$ cat src/rtl/cordic_angle_table.sv
// Runtime-loadable circular/hyperbolic CORDIC angle table.
// Words arrive over a valid/ready load port; N_CHANNELS independent registered read ports.
module cordic_angle_table #(
  parameter int DATA_WIDTH   = 16,
  parameter int N_ITERATIONS = 15,
  parameter int N_CHANNELS   = 2,
  parameter int ADDR_WIDTH   = $clog2(N_ITERATIONS)
) (
  input  logic                             clk,
  input  logic                             rst,
  input  logic                             load_start,
  input  logic                             load_mode,
  input  logic                             load_valid,
  input  logic [DATA_WIDTH-1:0]            load_data,
  output logic                             load_ready,
  output logic                             load_done,
  output logic [1:0]                       table_valid,
  input  logic [N_CHANNELS-1:0]            rd_en,
  input  logic [N_CHANNELS-1:0]            rd_mode,
  input  logic [N_CHANNELS*ADDR_WIDTH-1:0] rd_addr,
  output logic [N_CHANNELS*DATA_WIDTH-1:0] rd_data,
  output logic [N_CHANNELS-1:0]            rd_valid,
  output logic [N_CHANNELS-1:0]            rd_err
);

  localparam logic [ADDR_WIDTH-1:0] LP_LAST = ADDR_WIDTH'(N_ITERATIONS - 1);
  localparam logic [ADDR_WIDTH:0]   LP_NUM  = (ADDR_WIDTH + 1)'(N_ITERATIONS);

  typedef enum logic [1:0] {
    ST_IDLE,
    ST_LOAD,
    ST_DONE
  } state_t;

  state_t                  r_state;
  state_t                  w_next;
  logic                    r_mode;
  logic [ADDR_WIDTH-1:0]   r_cnt;
  logic [1:0]              r_table_valid;
  logic                    w_wr_en;
  logic                    w_last;
  logic [N_CHANNELS-1:0]   w_legal;
  logic [DATA_WIDTH-1:0]   r_mem [2][N_ITERATIONS];

  logic [N_CHANNELS*DATA_WIDTH-1:0] r_rd_data;
  logic [N_CHANNELS-1:0]            r_rd_valid;
  logic [N_CHANNELS-1:0]            r_rd_err;

  assign w_last      = (r_cnt == LP_LAST);
  assign table_valid = r_table_valid;
  assign rd_data     = r_rd_data;
  assign rd_valid    = r_rd_valid;
  assign rd_err      = r_rd_err;

  always_comb begin
    w_next     = r_state;
    load_ready = 1'b0;
    load_done  = 1'b0;
    w_wr_en    = 1'b0;
    case (r_state)
      ST_IDLE: begin
        if (load_start) w_next = ST_LOAD;
      end
      ST_LOAD: begin
        load_ready = 1'b1;
        w_wr_en    = load_valid & ~rst;
        if (load_valid && w_last) w_next = ST_DONE;
      end
      ST_DONE: begin
        load_done = 1'b1;
        w_next    = ST_IDLE;
      end
      default: w_next = ST_IDLE;
    endcase
  end

  // The valid bit is set on the edge leaving DONE, so a read issued in DONE still errors.
  always_ff @(posedge clk) begin
    if (rst) begin
      r_state       <= ST_IDLE;
      r_mode        <= 1'b0;
      r_cnt         <= '0;
      r_table_valid <= '0;
    end else begin
      r_state <= w_next;
      case (r_state)
        ST_IDLE: begin
          if (load_start) begin
            r_mode                   <= load_mode;
            r_cnt                    <= '0;
            r_table_valid[load_mode] <= 1'b0;
          end
        end
        ST_LOAD: begin
          if (w_wr_en) r_cnt <= r_cnt + 1'b1;
        end
        ST_DONE: r_table_valid[r_mode] <= 1'b1;
        default: ;
      endcase
    end
  end

  always_ff @(posedge clk) begin
    if (w_wr_en) r_mem[r_mode][r_cnt] <= load_data;
  end

  always_comb begin
    w_legal = '0;
    for (int unsigned k = 0; k < N_CHANNELS; k++) begin
      w_legal[k] = ({1'b0, rd_addr[k*ADDR_WIDTH +: ADDR_WIDTH]} < LP_NUM)
                   && r_table_valid[rd_mode[k]];
    end
  end

  always_ff @(posedge clk) begin
    if (rst) begin
      r_rd_data  <= '0;
      r_rd_valid <= '0;
      r_rd_err   <= '0;
    end else begin
      for (int unsigned k = 0; k < N_CHANNELS; k++) begin
        if (rd_en[k]) begin
          r_rd_valid[k] <= 1'b1;
          if (w_legal[k]) begin
            r_rd_data[k*DATA_WIDTH +: DATA_WIDTH] <=
              r_mem[rd_mode[k]][rd_addr[k*ADDR_WIDTH +: ADDR_WIDTH]];
            r_rd_err[k] <= 1'b0;
          end else begin
            r_rd_data[k*DATA_WIDTH +: DATA_WIDTH] <= '0;
            r_rd_err[k] <= 1'b1;
          end
        end else begin
          r_rd_valid[k] <= 1'b0;
          r_rd_err[k]   <= 1'b0;
        end
      end
    end
  end

endmodule

$ cat config.mk
export PLATFORM = sky130hd
export DESIGN_NAME = cordic_angle_table
export DESIGN_NICKNAME = d
export VERILOG_FILES = /design/src/rtl/cordic_angle_table.sv
export SDC_FILE = /design/constraint.sdc
export NUM_CORES = 1
export LEC_CHECK = 0
export CORE_MARGIN = 8
export CORE_UTILIZATION = 45
export DETAILED_ROUTE_END_ITERATION = 12
export PLACE_DENSITY = 0.62
export SYNTH_ARGS = -nofsm -noshare
export SYNTH_HDL_FRONTEND = slang
export SYNTH_SLANG_ARGS = --single-unit
$ cat constraint.sdc
create_clock -name clk -period 6.3 [get_ports clk]
set_input_delay 0.63 -clock clk [delete_from_list [all_inputs] [get_ports clk]]
set_output_delay 0.63 -clock clk [all_outputs]
set_load 0.01 [all_outputs]
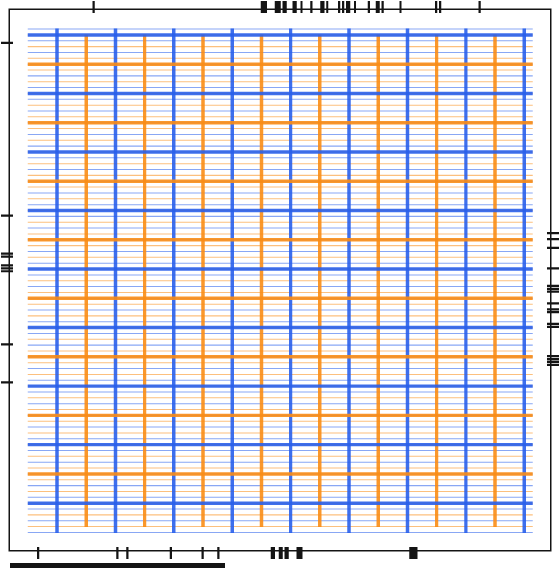
(run_1/floorplan.png)
Bar = 100 µm. Pins as bars on the die edge.
Key: VSS = blue; VDD = orange
73 signal pins sit on the boundary. 87 met1 rails follow the rows. 17 straps on met4. The core has 86 rows.

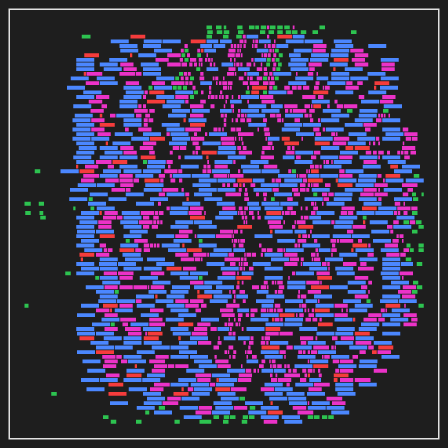
(run_1/class_map.png)
Key: sequential cells = blue [cells 525, share of their area 57%]; remaining buffers and delay cells = green [cells 118, share of their area 4.0%]; remaining logic cells = magenta [cells 802, share of their area 33%]; clock drivers and dummy loads = red [cells 102, share of their area 6.7%]
Rows: 86
total core area: 54900 µm²
final core utilization: 50.8%
Seq area share: 55.0%

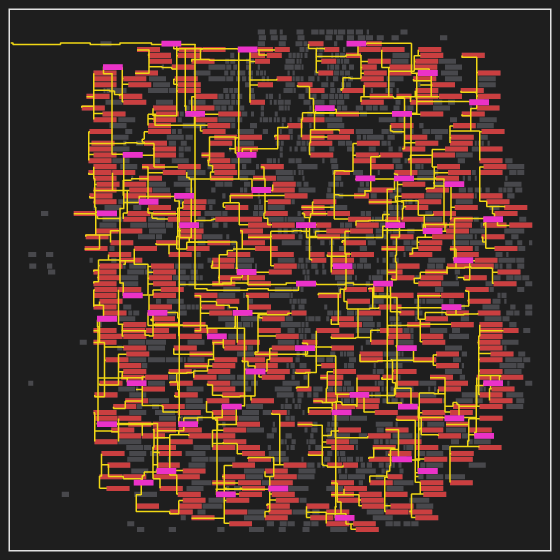
(run_1/clock_wires.png)
Key: clock-net drivers = magenta [count 54]; flip-flops = red [count 525]; clock wires = yellow [length 6440 µm]
There are 55 routed clock nets. Position of the flops: all over the die.
Power Clock: 3260 µW
clock share of power: 42.9%
Clock Skew: 0.0162 ns
clk_lat worst skew: 0.61 ns

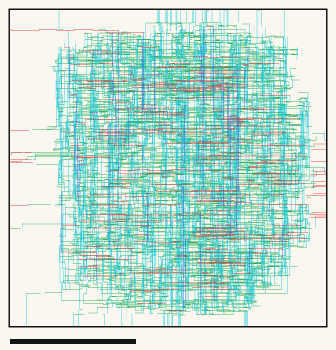
(run_1/layers.png)
Bar = 100 µm.
Key: M3 = red [wire length 5590 µm]; M4 = blue [wire length 1960 µm]; M2 = cyan [wire length 32.7 mm]; M1 = green [wire length 30.2 mm]

==> GITHUB_STEP_SUMMARY, run 1 <==
### Flow metrics

| Metric | Value |
|---|---|
| Status | `complete, no violations` |
| Hold path start | `rd_data[27]$_SDFFE_PP0P_` |
| Yosys warns | `0` |
| WP depth | `7` |
| Yosys Instances | `1429` |
| CTS buffer count | `54` |
| Critical Path Sink | `rd_data[1]$_SDFFE_PP0P_` |
| Yosys top cell area share | `58.0%` |
| Area-dominant class | `registers` |
| Post_cts resized | `0` |
| Hold Fails Final Rpt | `0` |
| Clkbuf count | `76` |
| Tool warnings | `29` |
| Int Pwr | `5940 µW` |
| 1st-pass router iterations | `5` |
| Post-DR vias/cell | `6.50` |
| Seq_cells | `525` |
| GR Util met1 | `32.0%` |
| Final Critical Period | `3.05 ns` |
| Worst-Margin Slew | `1.26 ns` |
| Hold-fix buffers, CTS | `0` |
| Top delay family on crit path | `simple AND/OR/NAND/NOR gates` |
| Met2 Usage GRT | `34.1%` |
| Flop2flop setup slack | `3.67 ns` |
| F_max | `0.328 GHz` |
| Die area | `63000 µm²` |
| Final nets | `1538` |
| Final worst slack | `3.25 ns` |
| Layout cells sized above 1 | `25.3%` |
| H-tree Lvls | `2` |
| Floorplan Utilization | `45.3%` |
| Comb gates | `795` |
| GRT Overall Usage | `22.0%` |
| Worst Setup SP | `rd_addr[3]` |
| Leakage power | `0.00895 µW` |
| Min Hold Slack | `0.476 ns` |
| Routed len/inst | `31.3 µm` |
| Post-synth EDFFs | `480` |
| Crit end category | `flip-flop` |
| Well tap count | `704` |
| Synthesized cell area | `24800 µm²` |
| ClkCell Share | `6.49%` |
| Required time worst endpoint | `6.81 ns` |
| Synthesized area per cell | `17.4 µm²` |
| Final wirelength | `70.5 mm` |
| Hold path depth | `2` |
| Seq pwr share | `50.1%` |
| VDD IR max | `0.205 mV` |
| Final-layout fill cell count | `4436` |
| Yosys chip area | `24800 µm²` |
| Clock root cell | `clkbuf_16` |
| Cells on worst reg2reg path | `5` |
| Post-synth top area cell | `edfxtp_1` |
| Top Consumer | `sequential cells` |
| Vias in the first global route | `14572` |
| CTS sink cnt | `525` |
| Post-route cell area | `27900 µm²` |
| GRT Max-Usage Layer | `met2` |
| Total power | `7610 µW` |
| XOR/XNOR Area Share | `0.106%` |
| Sequential power | `3810 µW` |
| Post-Synth AOI/OAI Area | `4.91%` |
| Most common cell in the netlist | `edfxtp_1` |
| Top Ports | `73` |
| Number of buffers on the longest clock path | `3` |
| CTS clk-pin slew, worst paths | `0.06 ns` |
| Adder Area Share | `0.202%` |
| GR Util met3 | `3.45%` |
| Hold endpoint | `rd_data[27]$_SDFFE_PP0P_` |
| Setup crit start kind | `primary input` |
| RSZ-0062 raised after global routing | `false` |
## run 1: state kept, by name (all words and copies together), names as in the netlist
| name | flops |
|---|---|
| r_cnt | 4 |
| rd_data | 32 |
| rd_valid | 2 |
| r_mem | 480 |
| rd_err | 2 |
| r_state | 2 |
| r_mode | 1 |
| table_valid | 2 |
## run 1: cell usage in the layout, fill, tap and decap left out, types with 21 or more instances in the layout
cell type	instances
nor2_2	25
nor2_1	28
buf_4	47
clkdlybuf4s50_1	64
mux2_2	41
nand2_1	109
mux4_2	171
edfxtp_1	480
nand3_1	34
mux2i_1	84
clkbuf_16	57
a21oi_1	29
nor2b_1	27
dfxtp_1	45
mux4_1	31
o21ai_0	21
==> run_1/congestion_map.png <==
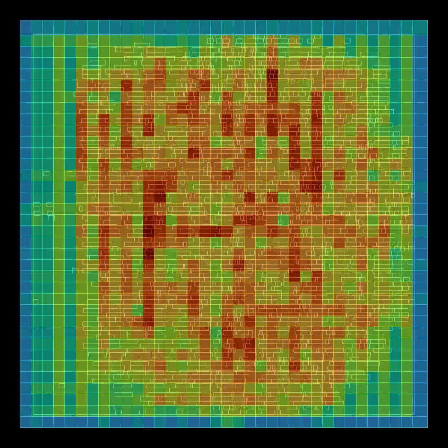

==> run 1 -> run 2 <==
Clock period 6.3 ns to 3.19 ns, I/O delays scaled along.
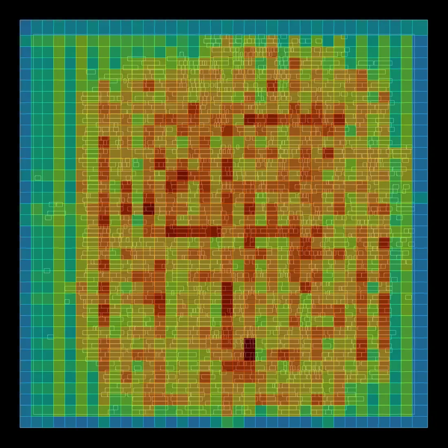
(run_2/congestion_map.png)
met2 Usage GRT: 33.8%
final core utilization: 51.5%
GR Util met3: 5.12%
routed len/inst: 30.1 µm

==> run 2 against run 1 <==
Compared with the run above:
- non-clock buffer count is 39 higher
- clock-buffer cell count down 6
- via count down 0.66%
- critical path type is now flip-flop to flip-flop
- critical endpoint is now r_mem[1][11]$_DFFE_PP_
==> GITHUB_STEP_SUMMARY, run 2 <==
### Flow metrics

| Metric | Value |
|---|---|
| Mux frac, synth | `24.0% (unchanged)` |
| Status | `complete, no violations (unchanged)` |
| Clock root cell | `clkbuf_16 (unchanged)` |
| Count of non-CTS inverters in the layout | `7 (unchanged)` |
| Crit-path max FO | `16 (was 32)` |
| Slowest cell delay on critical path | `0.36 ns (was 1.00 ns)` |
| Adder Area Share | `0.202% (unchanged)` |
| Max-cap viol count | `0 (unchanged)` |
| Most common library cells after synthesis | `edfxtp_1 (480), mux4_2 (171), nand2_1 (109), mux2i_1 (84), nor2_1 (54) (unchanged)` |
| Hold-fix buffers, CTS | `0 (unchanged)` |
| Clock share of power | `43.2% (was 42.9%)` |
| Slowest-stage cell, CP | `nand2_1 (was nor2_1)` |
| Yosys top cell area share | `58.0% (unchanged)` |
| Post_cts resized | `0 (unchanged)` |
| Iter 0 DRT Violations | `1734 (was 1562)` |
| Setup TNS | `0 ns (unchanged)` |
| Total core area | `54900 µm² (unchanged)` |
| Sequential power | `7530 µW (was 3810 µW)` |
| Non-Clock Buffer Count | `157 (was 118)` |
| Post-Synth AOI/OAI Area | `4.91% (unchanged)` |
| Sw Ratio | `21.6% (was 22.0%)` |
| 1st-pass router iterations | `7 (was 5)` |
| Post-synth EDFFs | `480 (unchanged)` |
| Prevailing post-synth register cell | `edfxtp_1 (unchanged)` |
| Hold Fails Final Rpt | `0 (unchanged)` |
| Most used cell, CP | `nor2_1` |
| And+or+nand+nor area frac | `5.72% (unchanged)` |
| Vias in the first global route | `14778 (was 14572)` |
| Final Critical Period | `2.17 ns` |
| H-tree Lvls | `2 (unchanged)` |
| Port Buffers | `72 (unchanged)` |
| Yosys Instances | `1429 (unchanged)` |
| Final Instance Count excl. Fillers | `2287 (was 2251)` |
| Top cells, area | `edfxtp_1 (58%), mux4_2 (16%), dfxtp_1 (3.6%), mux2i_1 (3.4%), mux4_1 (3.3%) (unchanged)` |
| Overflow after GRT | `0 (unchanged)` |
| Syn_nets | `1466 (unchanged)` |
| Die height | `251 µm (unchanged)` |
| Well tap count | `704 (unchanged)` |
| Reg with most FFs | `r_mem (unchanged)` |
| Final-layout fill cell count | `4396 (was 4436)` |
| Dominant logic cell types in the final layout | `edfxtp_1 (480), mux4_2 (171), nand2_1 (109) (unchanged)` |
| Top delay family on crit path | `simple AND/OR/NAND/NOR gates (unchanged)` |
| DR top layer | `met5 (was met4)` |
| Combinational share of power | `7.2% (was 7.1%)` |
| Post-DP Area | `26400 µm² (was 26100 µm²)` |
| Required time worst endpoint | `3.48 ns (was 6.81 ns)` |
| Met3 wire length | `6.09 mm (was 5.59 mm)` |
| Global-route wire length before repair | `101 mm (was 103 mm)` |
| ClkCell Share | `6.47% (was 6.49%)` |
| Synth Instances | `1429 (unchanged)` |
| Asr flop ratio synth | `0% (unchanged)` |
| Crit share post-route | `68.2%` |
| Synth flops | `525 (unchanged)` |
| Worst setup path category | `flip-flop to flip-flop (was primary input to flip-flop)` |
| CP Buf/Inv Count | `1 (was 2)` |
| Slew HR | `23.0% (was 15.9%)` |
| Int Pwr | `11900 µW (was 5940 µW)` |
| Layout cells sized above 1 | `27.2% (was 25.3%)` |
| GRT Overall Usage | `21.7% (was 22.0%)` |
| CTS clk-pin slew, worst paths | `0.06 ns (about the same)` |
| Comb gates | `795 (unchanged)` |
| Synthesized cell area | `24800 µm² (unchanged)` |
| DRC | `0 (unchanged)` |
| Post-synth seq share | `61.7% (unchanged)` |
| Largest net degree at the start of global routing | `69 (was 84)` |
| Placed Cells | `2188 (was 2149)` |
| GPL Wtd Cong | `0.871 (was 0.822)` |
| Top Consumer | `sequential cells (unchanged)` |
| Detailed placer's ending HPWL | `45.8 mm (was 43.7 mm)` |
| Area-dominant class | `registers (unchanged)` |
| Floorplan Utilization | `45.3% (unchanged)` |
| Tool warnings | `29 (unchanged)` |
| Final non-clock buffer share | `5.16% (was 3.83%)` |
| Power Clock | `6560 µW (was 3260 µW)` |
| Clock Skew | `0.0163 ns (was 0.0162 ns)` |
| Pre-CTS WS | `0.550 ns (was 2.64 ns)` |
| RSZ-0062 raised after global routing | `false (unchanged)` |
| Final worst slack | `1.02 ns (was 3.25 ns)` |
| Pwr dens | `537 nW/µm² (was 273 nW/µm²)` |
| Comb gate area | `8760 µm² (was 8770 µm²)` |
| Final nets | `1576 (was 1538)` |
| Seq_cells | `525 (unchanged)` |
| WL met2 | `32.2 mm (was 32.7 mm)` |
| Final wirelength | `68.8 mm (was 70.5 mm)` |
| Yosys chip area | `24800 µm² (unchanged)` |
| Seq pwr share | `49.6% (was 50.1%)` |
| Most common cell in the netlist | `edfxtp_1 (unchanged)` |
| Most frequent logic cell in the layout | `edfxtp_1 (unchanged)` |
| CTS tree | `yes (unchanged)` |
| Yosys cell types | `63 (unchanged)` |
| GR Util met1 | `30.0% (was 32.0%)` |
| Crit end category | `flip-flop (unchanged)` |
| Total power | `15200 µW (was 7610 µW)` |
| Setup crit start kind | `flip-flop (was primary input)` |
| Met1 Routed Length | `28.4 mm (was 30.2 mm)` |
| XOR/XNOR Area Share | `0.106% (unchanged)` |
| Top comb family, area | `multiplexers (unchanged)` |
| Largest register FFs | `480 (unchanged)` |
| Synth-to-layout area growth | `13.8% (was 12.2%)` |
| VDD IR max | `0.403 mV (was 0.205 mV)` |
| Worst-Margin Slew | `1.15 ns (was 1.26 ns)` |
| Reg area | `15300 µm² (unchanged)` |
| Yosys warns | `0 (unchanged)` |
| Vias post-DR | `14546 (was 14642)` |
| Hold crit path type | `primary input to flip-flop (was flip-flop to flip-flop)` |
| ANT cells | `0 (unchanged)` |
| CP cell instances | `nand3b_1 > nor2_1 > nand2_1 > nor2_1 > and2_1 > buf_4 (was clkdlybuf4s50_1 > buf_4 > nor2_1 > o21ai_0 > nor3_1 > a2111oi_2 > a311oi_1)` |
| Min Hold Slack | `0.219 ns (was 0.476 ns)` |
| Initial antenna violation count | `2 (was 0)` |
| Clk_lat worst skew | `0.61 ns (about the same)` |
| GRT Max-Usage Layer | `met2 (unchanged)` |
| Top Ports | `73 (unchanged)` |
| CTS sink cnt | `525 (unchanged)` |
| Rows | `86 (unchanged)` |
| Number of buffers on the longest clock path | `3 (unchanged)` |
| Synthesized area per cell | `17.4 µm² (unchanged)` |
| Clkbuf count | `70 (was 76)` |
| Crit path DAT | `2.46 ns (was 3.56 ns)` |
| Final Setup Violations | `0 (unchanged)` |
| F_max | `0.460 GHz` |
| ANT nets after route | `0 (unchanged)` |
| NetSw | `3280 µW (was 1670 µW)` |
| P_comb | `1100 µW (was 539 µW)` |
| Die area | `63000 µm² (unchanged)` |
| CTS buffer count | `53 (was 54)` |
| Die Span X | `251 µm (unchanged)` |
| Post-DR vias/cell | `6.36 (was 6.50)` |
| Setup bufs post-CTS | `0 (unchanged)` |
| Post-synth top area cell | `edfxtp_1 (unchanged)` |
| Leakage power | `0.00918 µW (was 0.00895 µW)` |
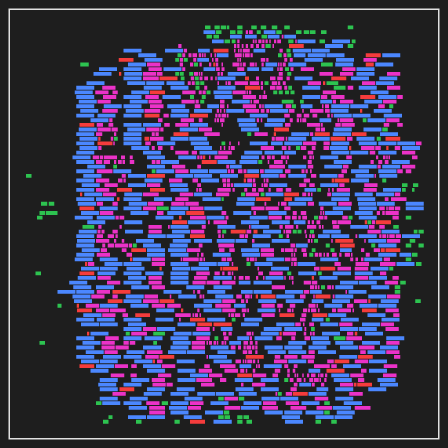
(run_2/class_map.png)
Key: clock drivers and dummy loads = red [cells 99, share of their area 6.7%]; remaining buffers and delay cells = green [cells 157, share of their area 5.3%]; remaining logic cells = magenta [cells 802, share of their area 32%]; sequential cells = blue [cells 525, share of their area 56%]
post-route cell area: 28300 µm²
Seq area share: 54.2%

run 2: cell counts after synthesis:
No cell type changed its count.
run 2: worst paths after layout:
path,start,end,slack (ns),cells after the start
setup / recovery,r_state[1]$_SDFFE_PP0P_,r_mem[1][11]$_DFFE_PP_,1.02,6
hold / removal,rst,r_cnt[3]$_SDFFE_PP0P_,0.22,5
setup reg to reg,r_state[1]$_SDFFE_PP0P_,r_mem[1][11]$_DFFE_PP_,1.02,6
hold reg to reg,rd_data[17]$_SDFFE_PP0P_,rd_data[17]$_SDFFE_PP0P_,0.46,2
run 2: cell families (layout without fill, tap and decap cells):
group,Yosys count,in the layout
AND-OR/OR-AND,163,163
XOR/XNOR,3,3
adder cells (fa/ha/maj),4,4
buffers and inverters,109,263
flip-flops,525,525
multiplexers,327,327
AND/OR/NAND/NOR,298,298
==> run_2/layers.png <==
Bar = 100 µm.
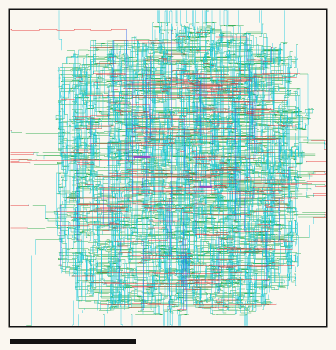

==> run 2 -> run 3 <==
Clock period 3.19 ns to 2.1 ns, I/O delays scaled along.
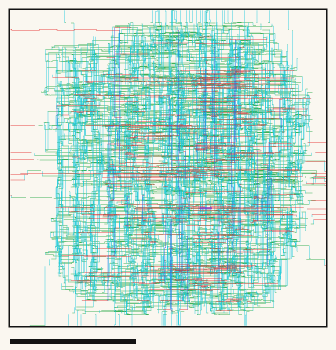
(run_3/layers.png)
Bar = 100 µm.
Key: M1 = green [wire length 28.7 mm]; M4 = blue [wire length 2030 µm]; M3 = red [wire length 6660 µm]; M2 = cyan [wire length 33.2 mm]; M5 = purple [wire length 8.30 µm]
routed len/inst: 29.1 µm
vias post-DR: 15036
GRT Overall Usage: 22.1%
final wirelength: 70.5 mm

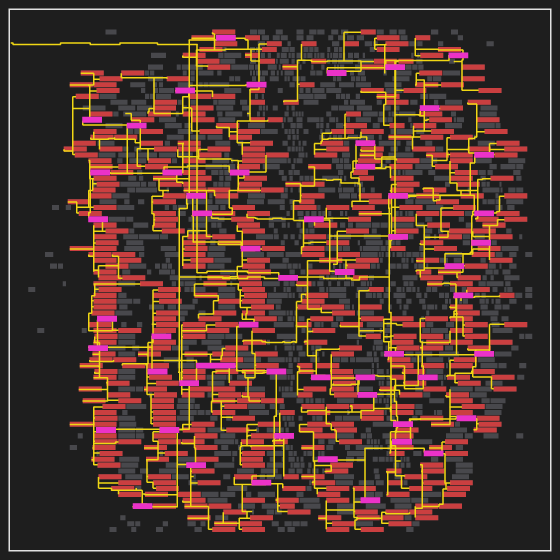
(run_3/clock_wires.png)
Key: clock wires = yellow [length 6160 µm]; flip-flops = red [count 525]; clock-net drivers = magenta [count 55]
Position of the flops: all over the die.

==> run 3 against run 2 <==
Compared with the run above:
- first-iteration DRC count fell by 3.3%
- clock skew grew 0.011 ns
- via count is 3.4% higher
- synthesized area stayed put
- flip-flop count did not move
- critical path depth fell by 4
- worst setup slack got worse by 0.91 ns
- critical path type is now flip-flop to primary output
- critical endpoint is now load_done
==> GITHUB_STEP_SUMMARY, run 3 <==
### Flow metrics

| Metric | Value |
|---|---|
| Hold-fix buffers, CTS | `0 (unchanged)` |
| DRC | `0 (unchanged)` |
| CP Buf/Inv Count | `1 (unchanged)` |
| And+or+nand+nor area frac | `5.72% (unchanged)` |
| Final Instance Count excl. Fillers | `2420 (was 2287)` |
| Seq area share | `51.3% (was 54.2%)` |
| Crit-path max FO | `4 (was 16)` |
| ANT cells | `0 (unchanged)` |
| Status | `complete, no violations (unchanged)` |
| WP depth | `2 (was 6)` |
| Crit path DAT | `1.78 ns (was 2.46 ns)` |
| Largest register FFs | `480 (unchanged)` |
| VDD IR max | `0.547 mV (was 0.403 mV)` |
| Pwr dens | `768 nW/µm² (was 537 nW/µm²)` |
| Number of buffers on the longest clock path | `3 (unchanged)` |
| P_comb | `1930 µW (was 1100 µW)` |
| Min Hold Slack | `0.0506 ns (was 0.219 ns)` |
| Yosys Instances | `1429 (unchanged)` |
| Total power | `22900 µW (was 15200 µW)` |
| Pre-CTS WS | `-0.672 ns (was 0.550 ns)` |
| NetSw | `5080 µW (was 3280 µW)` |
| Crit end category | `primary output (was flip-flop)` |
| Port Buffers | `72 (unchanged)` |
| Slew HR | `35.3% (was 23.0%)` |
| Total core area | `54900 µm² (unchanged)` |
| Die Span X | `251 µm (unchanged)` |
| Setup TNS | `0 ns (unchanged)` |
| Most common cell in the netlist | `edfxtp_1 (unchanged)` |
| Largest net degree at the start of global routing | `40 (was 69)` |
| Post-synth EDFFs | `480 (unchanged)` |
| Crit share post-route | `94.9%` |
| Final worst slack | `0.106 ns (was 1.02 ns)` |
| 1st-pass router iterations | `7 (unchanged)` |
| Seq_cells | `525 (unchanged)` |
| Worst setup path category | `flip-flop to primary output (was flip-flop to flip-flop)` |
| XOR/XNOR Area Share | `0.106% (unchanged)` |
| Overflow after GRT | `0 (unchanged)` |
| CTS clk-pin slew, worst paths | `0.06 ns (about the same)` |
| Final Setup Violations | `0 (unchanged)` |
| Most frequent logic cell in the layout | `edfxtp_1 (unchanged)` |
| Layout cells sized above 1 | `33.0% (was 27.2%)` |
| Slowest-stage cell, CP | `clkdlybuf4s50_1 (was nand2_1)` |
| Rows | `86 (unchanged)` |
| Global-route wire length before repair | `103 mm (was 101 mm)` |
| Critical Path Sink | `load_done (was r_mem[1][11]$_DFFE_PP_)` |
| Initial antenna violation count | `1 (was 2)` |
| Yosys warns | `0 (unchanged)` |
| Placed Cells | `2318 (was 2188)` |
| Synth Instances | `1429 (unchanged)` |
| Clock share of power | `41.8% (was 43.2%)` |
| Worst r2r src | `r_mem[0][228]$_DFFE_PP_ (was r_state[1]$_SDFFE_PP0P_)` |
| Final nets | `1708 (was 1576)` |
| Top delay family on crit path | `buffers and inverters (was simple AND/OR/NAND/NOR gates)` |
| Yosys cell types | `63 (unchanged)` |
| Worst-Margin Slew | `0.967 ns (was 1.15 ns)` |
| CTS sink cnt | `525 (unchanged)` |
| Count of non-CTS inverters in the layout | `7 (unchanged)` |
| Post-Synth AOI/OAI Area | `4.91% (unchanged)` |
| Comb gate area | `8810 µm² (was 8760 µm²)` |
| F_max | `0.502 GHz` |
| Non-Clock Buffer Count | `287 (was 157)` |
| CTS buffer count | `55 (was 53)` |
| Yosys top cell area share | `58.0% (unchanged)` |
| Worst Setup SP | `r_state[1]$_SDFFE_PP0P_ (unchanged)` |
| Synthesized cell area | `24800 µm² (unchanged)` |
| Yosys chip area | `24800 µm² (unchanged)` |
| Synth flops | `525 (unchanged)` |
| Sw Ratio | `22.1% (was 21.6%)` |
| Dominant logic cell types in the final layout | `edfxtp_1 (480), mux4_2 (171), buf_4 (160) (was edfxtp_1 (480), mux4_2 (171), nand2_1 (109))` |
| Detailed placer's ending HPWL | `49.7 mm (was 45.8 mm)` |
| Flop2flop setup slack | `0.15 ns (was 1.02 ns)` |
| Post-synth top area cell | `edfxtp_1 (unchanged)` |
| Int Pwr | `17900 µW (was 11900 µW)` |
| Reg area | `15300 µm² (unchanged)` |
| Hold path depth | `4 (was 5)` |
| Reg with most FFs | `r_mem (unchanged)` |
| Die height | `251 µm (unchanged)` |
| ANT nets after route | `0 (unchanged)` |
| Well tap count | `704 (unchanged)` |
| Vias in the first global route | `15350 (was 14778)` |
| Cells on worst reg2reg path | `5 (was 6)` |
| Required time worst endpoint | `1.89 ns (was 3.48 ns)` |
| Mux frac, synth | `24.0% (unchanged)` |
| Post-DR vias/cell | `6.21 (was 6.36)` |
| CP cell instances | `nor2b_1 > clkdlybuf4s50_1 (was nand3b_1 > nor2_1 > nand2_1 > nor2_1 > and2_1 > buf_4)` |
| Final Critical Period | `1.99 ns` |
| Comb gates | `795 (unchanged)` |
| RSZ-0062 raised after global routing | `false (unchanged)` |
| GPL Wtd Cong | `0.876 (was 0.871)` |
| Adder Area Share | `0.202% (unchanged)` |
| Die area | `63000 µm² (unchanged)` |
| Top cells, area | `edfxtp_1 (58%), mux4_2 (16%), dfxtp_1 (3.6%), mux2i_1 (3.4%), mux4_1 (3.3%) (unchanged)` |
| Synthesized area per cell | `17.4 µm² (unchanged)` |
| Area-dominant class | `registers (unchanged)` |
| Seq pwr share | `49.8% (was 49.6%)` |
-- run 3: cell count changes in the layout (fill, tap and decap cells not counted), moves of 4 or more --
| cell | delta |
|---|---|
| a2111oi_0 | -4 |
| buf_12 | +48 |
| buf_4 | +82 |
| bufinv_16 | -4 |
| clkinv_1 | +5 |
| clkinv_2 | +4 |
-- run 3: metal layers --
layer	part of all wire [%]	GRT usage, %	up-vias	routed length (µm)
met3	9.4	6.07	101	6660
met4	2.9	7.13	2	2030
met5	0.011	0	-	8
met1	41	29.5	7806	28700
met2	47	35.2	688	33200
li1	-	-	6439	-
-- run 3: repair_timing --
item	CTS	global route
buffers inserted	0	0
gates cloned	0	0
endpoints found under the setup margin	4	3
resized	6	3
Power and IR drop assume default switching activity.
